Design mem_access_unit_flat, sky130hd; sources not shown.
Figure 1. Clock wires, drivers and flops.
Scale bar: 20 um.
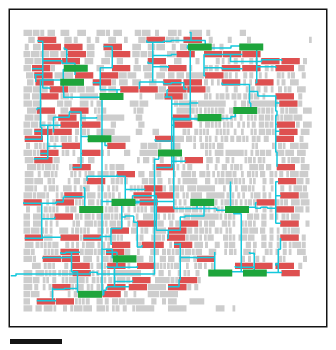
- flip-flops: red (count 115)
- cells driving clock nets: green (count 17)
- clock wires: cyan (length 1,500 um)
- flops lie: widely spread
- routed clock nets: 18
Clock Power Share: 0.472
Latency at later pin: 420 ps
Clk. pwr: 3.93 mW
worst-case clock skew: 8.28 ps

Figure 2. Signal wires by layer.
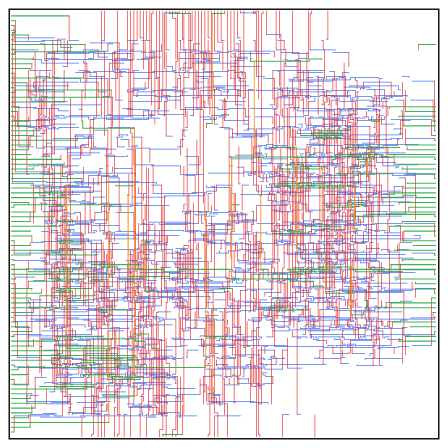
- met1: blue (wire length 7,200 um)
- met2: red (wire length 8,910 um)
- met3: green (wire length 2,080 um)
- met4: orange (wire length 497 um)
overall via count from detail_route: 6,185
routed len/inst: 15.6 um
Routed Wire Length: 18.7 mm
aggregate global-route resource usage: 0.254

Figure 3. Close-up of the layout.
Region (41, 17) to (81, 57) um. Cells in grey, sequential cells in the stronger grey; small squares are vias.
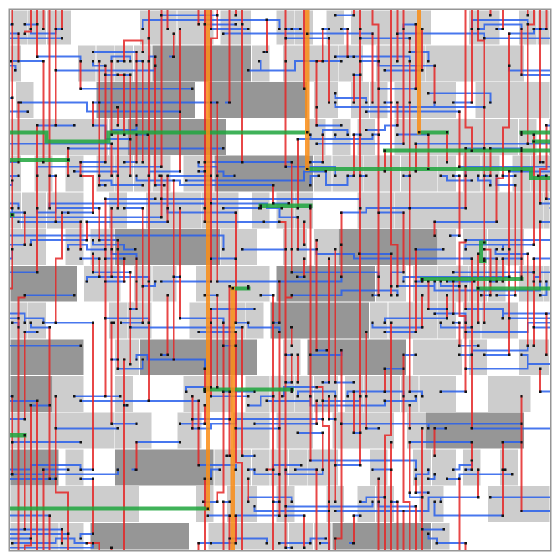
- met3: green
- met4: orange
- met2: red
- met1: blue
- sequential cells in the window: 17
- cells with their middle in the window: 160
- most frequent: nand2_1 (35), inv_1 (19)

Figure 4. Met3 routing.
Scale bar: 20 um.
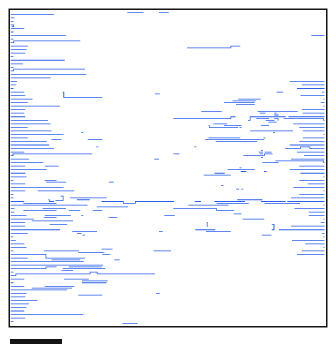
- main direction: horizontal
- longest straight run: 35.2 um
- wire length on this layer: 2,080 um
met3 routing resource usage after global routing: 0.0980

==> impl_metrics.yaml <==
# physical design summary
cells_and_area:
  antennaDiodeCount: 0
  mi_logic_area_um2: 2750
  syn_to_final_growth_pct: 53.4
  layout-drive-gt1-share: 0.216
  fillers: 1030
  lay_top_cells: "sky130_fd_sc_hd__nand2_1, sky130_fd_sc_hd__dfxtp_1, sky130_fd_sc_hd__clkdlybuf4s50_1"
floorplan:
  fp-row-count: 40
  floorplan.die_area_um2: 14800
  die-height_um: 122
  initial_core_util: 0.453
  floorplan.io_pins: 212
detailed_routing:
  met3_length_mm: 2.08
  vias_per_cell: 5.16
  antenna_violating_nets_remaining: 0
  number_of_iterations_in_the_first_detailed_routing_pass: 7
  top_sig_layer: "met4"
  m1_wire_length_mm: 7.20
cts:
  ctsResizeCount: 4
  clock_sink_count: 115
  cts.root.buffer_cell: "sky130_fd_sc_hd__clkbuf_16"
  clkSlewWorstSetupHoldPaths_ps: 60
  cts-hold-fix-buffers: 0
  cts-root-to-sink-buffers: 2
  cts_tree: "built"
  htree_levels: 4
yosys:
  number_of_cells_in_the_yosys_synthesis_report: 785
  synth_top_flop_cell: "sky130_fd_sc_hd__dfxtp_1"
  synth_simple_gate_area_share: 0.350
  synth.top_cell.area_share: 0.419
  synthMuxAreaShare: 0
  synth_flop_count: 115
  yosys_area_um2: 5490
  netlist_instances: 785
  yosys.area_share.xor_xnor: 0
  async_reset_ff_frac: 0
  synthesis.area_um2: 5490
  yosys-dominant-comb-family: "simple AND/OR/NAND/NOR gates"
  aoi_share: 0.134
  synth-edff-count: 0
power:
  power_sequential_mw: 2.88
  total_leakage_power_nw: 3.91
  power.density_nw_per_um2: 989
  power_mw: 8.32
  p_comb_mw: 1.52
  p_comb_frac: 0.183
  power_report.internal_total_mw: 6.03
outcome:
  status: "completed"
placement:
  place_worst_setup_slack_ps: -331
  buffer_ports.inserted: 208
  dp_hpwl_mm: 13.9
critical_path:
  slowest_delay_ps: 420
  worstPathRequired_ps: 1270
  critical_path.slowest_cell: "sky130_fd_sc_hd__dfxtp_2"
  timing.critical_path.fanout_max: 4
  worstPathCellList: "inv_2 -> nor2_4 -> buf_12"
  endpoint_kind: "output port"
  r2r.worst_path.cells: 10
  timing.critical_path.arrival_ps: 1260
  reg2reg_slack_ps: 100
  timing.setup.critical_path_class: "reg -> out"
sta:
  setup-tns-final_ps: 0
  fmax_ghz: 0.593
  setup_viol: 0
global_route:
  gr-usage-met1: 0.294
  globalRoute.busiestLayer: "met2"
  grtUsageMet2: 0.418
  grt_first_pass_wirelength_mm: 29.8
worst_hold_path:
  min_path_type: "reg -> reg"
  min_path_cells: 2
run:
  drv_cap: 0
==> final cells by class <==
| cell class | instances | area share |
|---|---|---|
| Clock buffer | 19 | 0.0526 |
| Sequential cell | 115 | 0.274 |
| Multi-Input combinational cell | 562 | 0.327 |
| Inverter | 64 | 0.0288 |
| Timing Repair Buffer | 258 | 0.268 |
| Clock inverter | 13 | 0.0245 |
| Tap cell | 168 | 0.0250 |
==> cells in the mapped netlist (5+ instances only) <==
cell type	count
sky130_fd_sc_hd__a21oi_1	46
sky130_fd_sc_hd__a22o_1	30
sky130_fd_sc_hd__buf_2	30
sky130_fd_sc_hd__buf_4	5
sky130_fd_sc_hd__clkbuf_1	9
sky130_fd_sc_hd__dfxtp_1	115
sky130_fd_sc_hd__inv_1	50
sky130_fd_sc_hd__inv_2	13
sky130_fd_sc_hd__nand2_1	277
sky130_fd_sc_hd__nand2_2	5
sky130_fd_sc_hd__nand3_1	62
sky130_fd_sc_hd__nand3b_1	5
sky130_fd_sc_hd__nand4_1	32
sky130_fd_sc_hd__nor2_1	38
sky130_fd_sc_hd__nor2_2	5
sky130_fd_sc_hd__nor2_4	5
sky130_fd_sc_hd__nor3_1	5
sky130_fd_sc_hd__o211ai_1	8
sky130_fd_sc_hd__o21ai_1	23
sky130_fd_sc_hd__o22ai_1	5
==> worst max-delay path, delay by kind of cell, from the launching register on <==
kind                   cells  cell delay (ps)
and+or+nand+nor            1              180
buffers and inverters      2              240
DFF                        1              420
==> per-stage QoR <==
step / utilization / std cells / area (um^2)
2_1_floorplan: - / 787 / 5510
3_3_place_gp: 0.657 / 1165 / 7960
3_5_place_dp: 0.657 / 1165 / 7960
4_1_cts: 0.712 / 1197 / 8620
5_1_grt: 0.695 / 1199 / 8420
6_report: 0.695 / 1199 / 8420
Power is estimated from default activity; no workload was simulated.
